==> src/rtl/fourbit_rr_arbiter.sv <==
// Round-robin arbiter for a shared 4-bit, 4-input data path.
// Grants one requester at a time and steers its word onto a valid/ready
// output. Each grant holds for up to MAX_BURST transfers while others wait.
// A grant with no competitor continues indefinitely. The registered sel
// drives the downstream 4:1 mux.
//
// state | meaning
// ------+---------------------------------------------------------------
// IDLE  | no grant; waiting for any req bit
// GRANT | requester sel owns the path; transfers on out_valid & out_ready

module fourbit_rr_arbiter #(
    parameter int MAX_BURST = 4
) (
    input  logic       clk,
    input  logic       rst_n,
    input  logic [3:0] req,
    input  logic [3:0] i0,
    input  logic [3:0] i1,
    input  logic [3:0] i2,
    input  logic [3:0] i3,
    input  logic       out_ready,
    output logic       out_valid,
    output logic [3:0] y,
    output logic [1:0] sel,
    output logic [3:0] grant,
    output logic [3:0] ack
);

    localparam int CW = $clog2(MAX_BURST + 1);
    localparam logic [CW-1:0] CNT_LAST = CW'(MAX_BURST - 1);

    typedef enum logic {
        IDLE  = 1'b0,
        GRANT = 1'b1
    } state_t;

    state_t        state, state_nxt;
    logic [1:0]    sel_nxt;
    logic [1:0]    ptr, ptr_nxt;
    logic [3:0]    grant_nxt;
    logic [CW-1:0] cnt, cnt_nxt;
    logic          xfer;
    logic [3:0]    req_next;
    logic          others;
    logic          rel;

    // First requester at or after index p, wrapping; p when r is empty.
    function automatic logic [1:0] arb(input logic [3:0] r, input logic [1:0] p);
        logic [1:0] k;
        logic [1:0] res;
        res = p;
        for (int n = 3; n >= 0; n--) begin
            k = p + 2'(n);
            if (r[k]) res = k;
        end
        return res;
    endfunction

    function automatic logic [3:0] onehot(input logic [1:0] s);
        return 4'b0001 << s;
    endfunction

    // Steer the selected word onto y.
    always_comb begin
        case (sel)
            2'd0:    y = i0;
            2'd1:    y = i1;
            2'd2:    y = i2;
            default: y = i3;
        endcase
    end

    // Handshake outputs; grant is already zero in IDLE so ack stays quiet.
    always_comb begin
        out_valid = (state == GRANT) && req[sel];
        xfer      = out_valid && out_ready;
        ack       = grant & {4{xfer}};
    end

    // Next-state: arbitration, burst counting and release handling.
    always_comb begin
        state_nxt = state;
        sel_nxt   = sel;
        grant_nxt = grant;
        ptr_nxt   = ptr;
        cnt_nxt   = cnt;
        rel       = 1'b0;
        req_next  = req & ~grant;
        others    = |req_next;
        case (state)
            IDLE: begin
                if (|req) begin
                    sel_nxt   = arb(req, ptr);
                    grant_nxt = onehot(sel_nxt);
                    cnt_nxt   = '0;
                    state_nxt = GRANT;
                end
            end
            GRANT: begin
                if (!req[sel]) begin
                    rel = 1'b1;
                end else if (xfer) begin
                    // Alone on the bus the count saturates so a late
                    // competitor only waits one more transfer.
                    if (others && (cnt == CNT_LAST)) begin
                        rel = 1'b1;
                    end else if (cnt != CNT_LAST) begin
                        cnt_nxt = cnt + CW'(1);
                    end
                end
                if (rel) begin
                    ptr_nxt = sel + 2'd1;
                    if (others) begin
                        sel_nxt   = arb(req_next, sel + 2'd1);
                        grant_nxt = onehot(sel_nxt);
                        cnt_nxt   = '0;
                    end else begin
                        grant_nxt = 4'b0000;
                        state_nxt = IDLE;
                    end
                end
            end
            default: begin
                state_nxt = IDLE;
                grant_nxt = 4'b0000;
            end
        endcase
    end

    // State registers; reset drops any in-flight transfer.
    always_ff @(posedge clk or negedge rst_n) begin
        if (!rst_n) begin
            state <= IDLE;
            sel   <= 2'd0;
            grant <= 4'b0000;
            ptr   <= 2'd0;
            cnt   <= '0;
        end else begin
            state <= state_nxt;
            sel   <= sel_nxt;
            grant <= grant_nxt;
            ptr   <= ptr_nxt;
            cnt   <= cnt_nxt;
        end
    end

endmodule

==> config.mk <==
export PLATFORM = sky130hd
export DESIGN_NAME = fourbit_rr_arbiter
export DESIGN_NICKNAME = d
export VERILOG_FILES = /design/src/rtl/fourbit_rr_arbiter.sv
export SDC_FILE = /design/constraint.sdc
export NUM_CORES = 1
export LEC_CHECK = 0
export ABC_AREA = 1
export CORE_MARGIN = 2
export CORE_UTILIZATION = 50
export DETAILED_ROUTE_END_ITERATION = 8
export DONT_BUFFER_PORTS = 1
export PLACE_DENSITY = 0.67
export SLEW_MARGIN = 20
export SYNTH_ARGS = -nofsm -noshare
export SYNTH_HDL_FRONTEND = slang
export SYNTH_SLANG_ARGS = --single-unit
==> constraint.sdc <==
create_clock -name clk -period 1.7 [get_ports clk]
set_input_delay 0.17 -clock clk [delete_from_list [all_inputs] [get_ports clk]]
set_output_delay 0.17 -clock clk [all_outputs]
set_load 0.05 [all_outputs]
**Routing congestion**

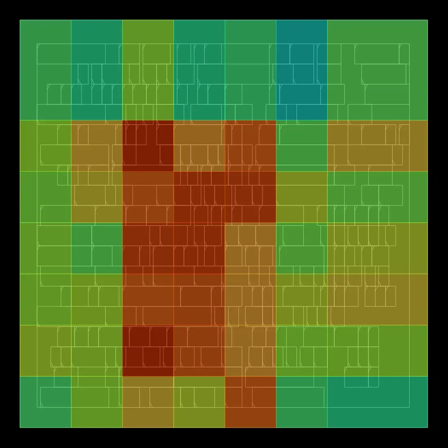
peak-usage layer in the global routing report: met2
overall global routing resource usage: 27.5%
met3 GRT Util: 4.57%
final core occ: 77.3%
fraction of met2 tracks used by global routing: 50.4%

**Cells colored by class**

Bar = 20 um. Fill, decap, tap and diode cells in gray.
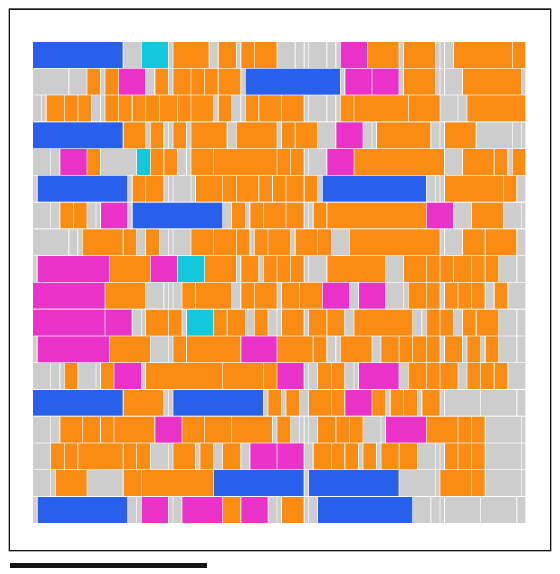
Blue is registers, cells 12. Cyan is clock drivers and dummy loads, cells 4. Magenta is remaining buffers and delay cells, cells 29. Orange is remaining logic cells, cells 200.

**Local utilization**

11 x 11 tiles, from black (low) to pale yellow (high), 0 to 100% covered.
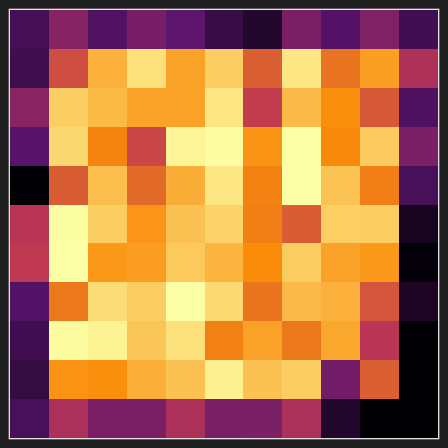
The mean over all tiles is 62%. 48% of the tiles are over 75% full. 5.0% of the tiles are nearly empty. The emptiest ninth of the die: south-east. The densest ninth of the die: center. The fullest tile reaches 100%.
Init Core Util: 52.8%
Core ar.: 2450 um^2

**Where the registers sit**

Bar = 20 um. Other sequential cells in the stronger gray, the rest of the logic in the fainter gray.
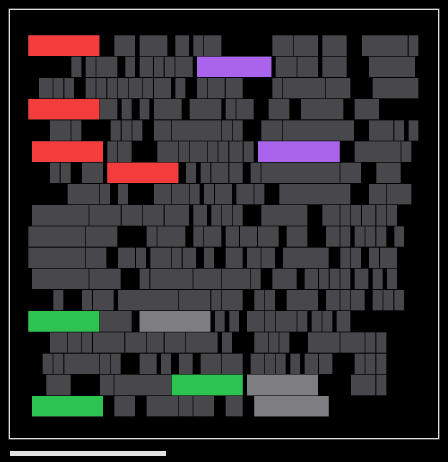
Purple is sel, sequential cells 2. Red is grant, sequential cells 4, where north-west. Green is cnt, sequential cells 3.
area of all sequential standard cells: 307 um^2
fraction of area in registers: 16.2%

==> out/metrics.sh <==
RUN_STATUS='finished, violations left'
FAILED_CHECKS='setup timing'
DETAILED_PLACE.AREA_UM2=1640
POST_SYNTH_FA_HA_MAJ_AREA_FRACTION_PCT=4.83
SETUP_SLACK_OF_THE_CRITICAL_PATH_AFTER_LAYOUT_NS=-0.274
SYN_NETS=243
SYNTH.AREA.MUX_SHARE_PCT=0
DETAIL_ROUTE.ITER0.VIOLATIONS=34
SLEW_HEADROOM_PCT=58.4
YOSYS_TOP_CELL_AREA_SHARE_PCT=23.2
WORST_SETUP_PATH_END_KIND='output port'
SETUP_VIOL=18
GLOBALPLACE.CONGESTION=0.874
TIMING.FMAX_GHz=0.506
TOP_CELLS_EXCL_FILL_TAP='61 x nand2_1, 22 x inv_1, 21 x buf_4, 15 x nand2_2'
POSTSYNTHCELLCOUNT=215
CTS.ROOT.BUFFER_CELL='clkbuf_4'
LAYOUT-DRIVE-GT1-SHARE_PCT=38.0
NWELLTAPS=30
BUFFERS_EXCL_CLOCK=29
LAYOUT-AREA-OVERHEAD-VS-SYNTH_PCT=46.6
XOR_SHARE_PCT=2.71
GRT_SETUP_UNREPAIRED='true'
FRACTION_OF_AREA_IN_MULTI_INPUT_GATES_PCT=59.4
[layer usage]
| metal | part of all wire, % | track usage [%] | vias up | routed length, um |
|---|---|---|---|---|
| met1 | 39 | 31.6 | 686 | 1550 |
| met4 | 2.9 | 11.0 | 0 | 113 |
| met5 | 0 | 0 | - | 0 |
| met3 | 5.3 | 4.57 | 14 | 208 |
| li1 | - | - | 751 | - |
| met2 | 53 | 50.4 | 54 | 2080 |
[state kept, by name, summed over array words and instances, names as in the netlist]
register	cells
sel	2
ptr	2
state	1
grant	4
cnt	3
[worst max-delay path, stage by stage, from the launching register on]
cell	delay, ns
dfrtp_4	0.51
buf_6	0.15
a21oi_4	0.10
o21ai_1	0.07
nand2_1	0.08
inv_2	0.05
nand2_4	0.07
clkinvlp_4	0.14
nand2_8	0.14
nor2_4	0.05
buf_12	0.14
[synth_stat cells]
master / instances
buf_6: 2
and2_1: 1
a22o_1: 4
xor2_1: 3
nor2_1: 22
inv_2: 2
o21ai_2: 1
dfrtp_1: 12
nand2_2: 9
a21oi_1: 8
xnor2_1: 1
o2111ai_2: 1
a31oi_1: 1
o22ai_1: 2
o21ai_1: 2
clkinv_1: 1
nand3_1: 18
clkbuf_2: 1
nor2_2: 2
inv_1: 27
nand4_1: 3
nand2_1: 70
ha_1: 5
a31oi_2: 1
nand3_2: 1
nand3b_1: 1
o21ai_0: 14
[worst max-delay path by stage]
stage               startpoint        to  slack, ns  cells past startpoint
finish                  sel[0]    ack[0]      -0.27                     10
global route            sel[0]    ack[0]      -0.36                     10
floorplan               sel[0]    ack[0]      -0.20                      8
CTS                     sel[0]    ack[3]      -0.25                     10
detailed placement      sel[0]  grant[0]      -0.14                     13
global placement        sel[0]  grant[1]      -0.05                     14
